==> src/rtl/game1_seg_display.sv <==
// Scan-multiplexed 8-digit seven-segment driver for the one-player button game.
// Inputs are registered once, then rendered per scanned digit with blink masking.
module game1_seg_display #(
  parameter int SCAN_DIV   = 1,
  parameter int BLINK_HALF = 500
) (
  input  logic       clk_i,
  input  logic       rst_i,
  input  logic [3:0] state_game_i,
  input  logic [2:0] state3_i,
  input  logic [3:0] level_i,
  input  logic [3:0] count_down_i,
  input  logic [3:0] g10_i,
  input  logic [3:0] g1_i,
  input  logic [3:0] p10_i,
  input  logic [3:0] p1_i,
  output logic [7:0] seg_com_o,
  output logic [7:0] seg_data_o,
  output logic [2:0] screen_o
);

  typedef enum logic [2:0] {
    SCR_OFF   = 3'd0,
    SCR_READY = 3'd1,
    SCR_PLAY  = 3'd2,
    SCR_FAIL  = 3'd3,
    SCR_ALL   = 3'd4
  } screen_e;

  localparam int DW = (SCAN_DIV > 1) ? $clog2(SCAN_DIV) : 1;
  localparam int BW = $clog2(2 * BLINK_HALF);
  localparam logic [DW-1:0] DIV_MAX   = DW'(SCAN_DIV - 1);
  localparam logic [BW-1:0] BLINK_MAX = BW'(2 * BLINK_HALF - 1);
  localparam logic [BW-1:0] BLINK_LIM = BW'(BLINK_HALF);

  screen_e       screen_q, screen_d;
  logic [3:0]    level_q, cd_q, g10_q, g1_q, p10_q, p1_q;
  logic [DW-1:0] div_q, div_d;
  logic [2:0]    idx_q, idx_d;
  logic [BW-1:0] blink_q, blink_d;
  logic [7:0]    com_q, com_d;
  logic [7:0]    data_q, data_d;
  logic [7:0]    glyph;
  logic          blink_en;

  function automatic logic [7:0] num_glyph(input logic [3:0] v);
    case (v)
      4'd0: num_glyph = 8'h3F;
      4'd1: num_glyph = 8'h06;
      4'd2: num_glyph = 8'h5B;
      4'd3: num_glyph = 8'h4F;
      4'd4: num_glyph = 8'h66;
      4'd5: num_glyph = 8'h6D;
      4'd6: num_glyph = 8'h7D;
      4'd7: num_glyph = 8'h07;
      4'd8: num_glyph = 8'h7F;
      4'd9: num_glyph = 8'h6F;
      default: num_glyph = 8'h40;
    endcase
  endfunction

  always_comb begin
    screen_d = SCR_OFF;
    if (state_game_i == 4'b0110) begin
      if (state3_i[2])      screen_d = SCR_ALL;
      else if (state3_i[1]) screen_d = SCR_FAIL;
      else if (state3_i[0]) screen_d = SCR_READY;
      else                  screen_d = SCR_PLAY;
    end
  end

  // Scan counters free-run; only a screen change touches the blink counter.
  always_comb begin
    div_d   = (div_q == DIV_MAX) ? '0 : div_q + DW'(1);
    idx_d   = (div_q == DIV_MAX) ? idx_q + 3'd1 : idx_q;
    blink_d = (blink_q == BLINK_MAX) ? '0 : blink_q + BW'(1);
    if (screen_d != screen_q) blink_d = '0;
  end

  always_comb begin
    glyph    = 8'h00;
    blink_en = 1'b0;
    case (screen_q)
      SCR_READY: begin
        blink_en = 1'b1;
        case (idx_q)
          3'd7: glyph = 8'h50;
          3'd6: glyph = 8'h79;
          3'd5: glyph = 8'h77;
          3'd4: glyph = 8'h5E;
          3'd3: glyph = 8'h6E;
          3'd1: glyph = 8'h38;
          3'd0: glyph = num_glyph(level_q);
          default: glyph = 8'h00;
        endcase
      end
      SCR_PLAY: begin
        case (idx_q)
          3'd7: glyph = 8'h38;
          3'd6: glyph = num_glyph(level_q);
          3'd4: begin
            glyph    = num_glyph(cd_q);
            blink_en = (cd_q <= 4'd1);
          end
          3'd3: glyph = (g10_q == 4'd0) ? 8'h00 : num_glyph(g10_q);
          3'd2: glyph = num_glyph(g1_q) | 8'h80;
          3'd1: glyph = (p10_q == 4'd0) ? 8'h00 : num_glyph(p10_q);
          3'd0: glyph = num_glyph(p1_q);
          default: glyph = 8'h00;
        endcase
      end
      SCR_FAIL: begin
        blink_en = 1'b1;
        case (idx_q)
          3'd7: glyph = 8'h71;
          3'd6: glyph = 8'h77;
          3'd5: glyph = 8'h30;
          3'd4: glyph = 8'h38;
          default: glyph = 8'h00;
        endcase
      end
      SCR_ALL: begin
        blink_en = 1'b1;
        case (idx_q)
          3'd7: glyph = 8'h77;
          3'd6: glyph = 8'h38;
          3'd5: glyph = 8'h38;
          3'd3: glyph = 8'h39;
          3'd2: glyph = 8'h38;
          3'd1: glyph = 8'h50;
          default: glyph = 8'h00;
        endcase
      end
      default: glyph = 8'h00;
    endcase
    com_d  = ~(8'b1 << idx_q);
    data_d = (blink_en && !(blink_q < BLINK_LIM)) ? 8'h00 : glyph;
  end

  always_ff @(posedge clk_i or posedge rst_i) begin
    if (rst_i) begin
      screen_q <= SCR_OFF;
      level_q  <= '0;
      cd_q     <= '0;
      g10_q    <= '0;
      g1_q     <= '0;
      p10_q    <= '0;
      p1_q     <= '0;
      div_q    <= '0;
      idx_q    <= '0;
      blink_q  <= '0;
      com_q    <= 8'hFF;
      data_q   <= 8'h00;
    end else begin
      screen_q <= screen_d;
      level_q  <= level_i;
      cd_q     <= count_down_i;
      g10_q    <= g10_i;
      g1_q     <= g1_i;
      p10_q    <= p10_i;
      p1_q     <= p1_i;
      div_q    <= div_d;
      idx_q    <= idx_d;
      blink_q  <= blink_d;
      com_q    <= com_d;
      data_q   <= data_d;
    end
  end

  assign seg_com_o  = com_q;
  assign seg_data_o = data_q;
  assign screen_o   = screen_q;

endmodule

==> config.mk <==
export PLATFORM = sky130hd
export DESIGN_NAME = game1_seg_display
export DESIGN_NICKNAME = d
export VERILOG_FILES = /design/src/rtl/game1_seg_display.sv
export SDC_FILE = /design/constraint.sdc
export NUM_CORES = 1
export LEC_CHECK = 0
export ABC_AREA = 1
export CAP_MARGIN = 5
export CORE_ASPECT_RATIO = 0.5
export CORE_UTILIZATION = 30
export CTS_CLUSTER_DIAMETER = 60
export CTS_CLUSTER_SIZE = 12
export DETAILED_ROUTE_END_ITERATION = 12
export PLACE_DENSITY = 0.59
export SKIP_CTS_REPAIR_TIMING = 1
export SLEW_MARGIN = 20
export SYNTH_ARGS = -nofsm -noshare
export SYNTH_HDL_FRONTEND = slang
export SYNTH_SLANG_ARGS = --single-unit
export TNS_END_PERCENT = 5
==> constraint.sdc <==
create_clock -name clk_i -period 4.8 [get_ports clk_i]
set_input_delay 0.96 -clock clk_i [delete_from_list [all_inputs] [get_ports clk_i]]
set_output_delay 0.96 -clock clk_i [all_outputs]
set_load 0.1 [all_outputs]
==> impl_metrics.csv <==
group,metric,value,unit
clock_network,max-clock-path-buffers,2,
drt,met3_length,287,µm
power_and_ir_drop,maxPowerGroup,"registers",
setup_path,cp-end-kind,"output pin",
setup_path,critPathKind,"flip-flop to output pin",
global_route,antenna_found_initial,0,
global_route,grt-ovfl-total,0,
placement,hpwlAfterDp,6.403,mm
logic_synthesis,synthArstFlopShare,1.000,
layout,fin_area,0.004444,mm²
final_timing,fin_hold_ws,0.4776,ns
layout,syn2layout_area_growth,23.59,%
power_and_ir_drop,p_leak,2.220,nW
layout,clock_area_frac,0.03435,
placement,dpl_cell_area,0.004292,mm²
setup_path,cp-start-kind,"flip-flop",
layout,dominant_cells,"multi-input combinational cells",
logic_synthesis,synth_nets,552,
drt,avgViaCountPerCell,4.437,
setup_path,crit_family,"buffers and inverters",
drt,drt-initial-drc-count,125,
drt,ant_nets,0,
layout,layout_top_cells,"133 x nand2_1, 70 x inv_1, 51 x clkdlybuf4s50_1",
drt,drc,0,
die,die_h,79.42,µm
min_path,min_from,"blink_q[0]",
final_timing,finalClockSkew,0.007355,ns
layout,antenna_cells,0,
layout,lay_top_count,"nand2_1",
drt,met1_length,4.204,mm
layout,comb_area,0.001886,mm²
setup_path,r2r-start,"idx_q[0]",
power_and_ir_drop,power_frac_seq,0.494,
layout,bufAreaShareNonClock,0.1166,
final_timing,slew_viol_final,0,
run_status,status,"completed",
power_and_ir_drop,p_switching,0.3124,mW
die,chipArea,0.01245,mm²
final_timing,relSlewSlack,0.3395,
layout,drive_above_1_share,0.05970,
layout,nNonClkBuffers,52,
final_timing,rsz0062_at_grt,"false",
die,die_w,156.8,µm
logic_synthesis,top_cells_by_area,"dfrtp_1 33%, nand2_1 14%, ha_1 14%",
layout,inverters,74,
final_timing,min_period_over_period,0.6098,
drt,drt_wl_total,7.965,mm
logic_synthesis,numSynthFlops,56,
logic_synthesis,synth_cell_types,26,
setup_path,worst_ep_required_time,3.84,ns
final_timing,setup_viol,0,
logic_synthesis,avgSynthCellArea,7.492,µm²
final_timing,period_needed,2.927,ns
logic_synthesis,synth.cell_area,0.003596,mm²
layout,sh_comb_area,0.4243,
global_route,use_met3,0.03040,
setup_path,r2r.worst_path.cells,8,
die,nWellTaps,159,
drt,routedWlPerCell,11.46,µm
setup_path,path_max_fanout,6,
power_and_ir_drop,p_comb,0.158,mW
clock_network,root_buffer,"clkbuf_16",
global_route,grt-busiest-layer,"met2",
placement,gp_congestion,0.8592,
power_and_ir_drop,intPower,0.7691,mW
clock_network,h-tree-depth,2,
layout,largest_register_ffs,10,
die,row_count,27,
setup_path,r2r-end,"seg_data_o[0]",
global_route,grt_pass1_vias,2980,
global_route,grt_use_met1,0.2001,
clock_network,clk_latency,0.31,ns
cell families (layout without fill, tap and decap cells):
kind of cell / Yosys count / count (layout) / synth area share
adder cells (fa/ha/maj): 39 / 39 / 0.1357
AND-OR/OR-AND: 59 / 59 / 0.09047
flip-flops: 56 / 56 / 0.3925
XOR/XNOR: 8 / 8 / 0.01949
AND/OR/NAND/NOR: 240 / 240 / 0.2787
buffers and inverters: 78 / 134 / 0.08316
worst max-delay path by stage:
stage / start / end / slack, ns / cells past startpoint
final: screen_o[0] / screen_o[0] / 1.87 / 1
after global routing: screen_o[0] / screen_o[0] / 1.79 / 1
after CTS: screen_o[0] / screen_o[0] / 1.85 / 1
after detailed placement: screen_o[0] / screen_o[0] / 2.19 / 1
after global placement: screen_o[0] / screen_o[0] / 2.21 / 1
after floorplan: rst_i / blink_q[0] / 2.48 / 1
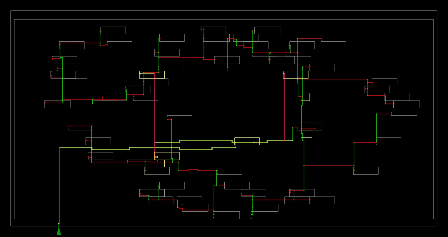
Fig. 1. Clock nets.
sequential cell count: 56
clock sinks: 56
number of CTS-inserted buffers: 5

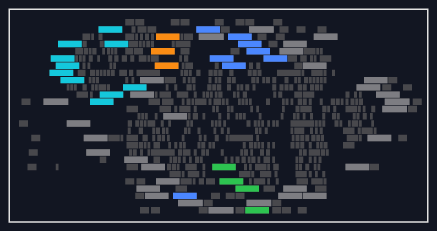
Fig. 2. Sequential cells coloured by netlist name.
| colour | netlist name | placed flops |
|---|---|---|
| blue | `seg_data_o` | 8 |
| green | `g1_q` | 4 |
| orange | `screen_o` | 3 |
| cyan | `blink_q` | 10 |

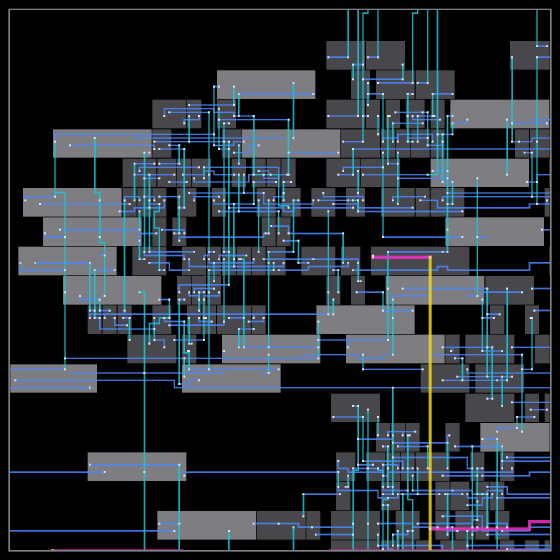
Fig. 3. Layout detail.
Region (14, 29) to (64, 79) µm. Cells in grey, sequential cells in the stronger grey; small squares are vias.
| colour | layer |
|---|---|
| cyan | met2 |
| yellow | met4 |
| magenta | met3 |
| blue | met1 |
most frequent: inv_1 (23), nand2_1 (18), dfrtp_1 (18)
netlist names of flops here include: `blink_q` (10), `idx_q` (3), `screen_o` (3)
sequential cells in the window: 19
cells with their middle in the window: 127

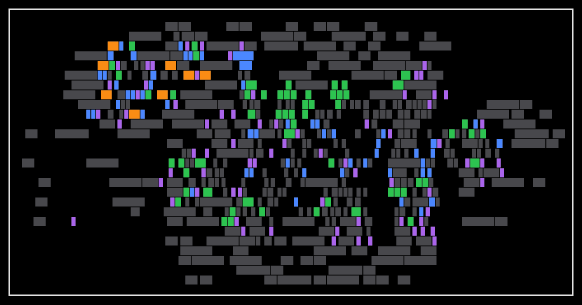
Fig. 4. Selected gate families.
| colour | family | cells | most used |
|---|---|---|---|
| blue | NOR gates | 54 | nor2_1 |
| orange | XOR/XNOR gates | 8 | xor2_1 |
| purple | inverters | 74 | inv_1 |
| green | inverting AOI/OAI gates | 59 | a21oi_1 |

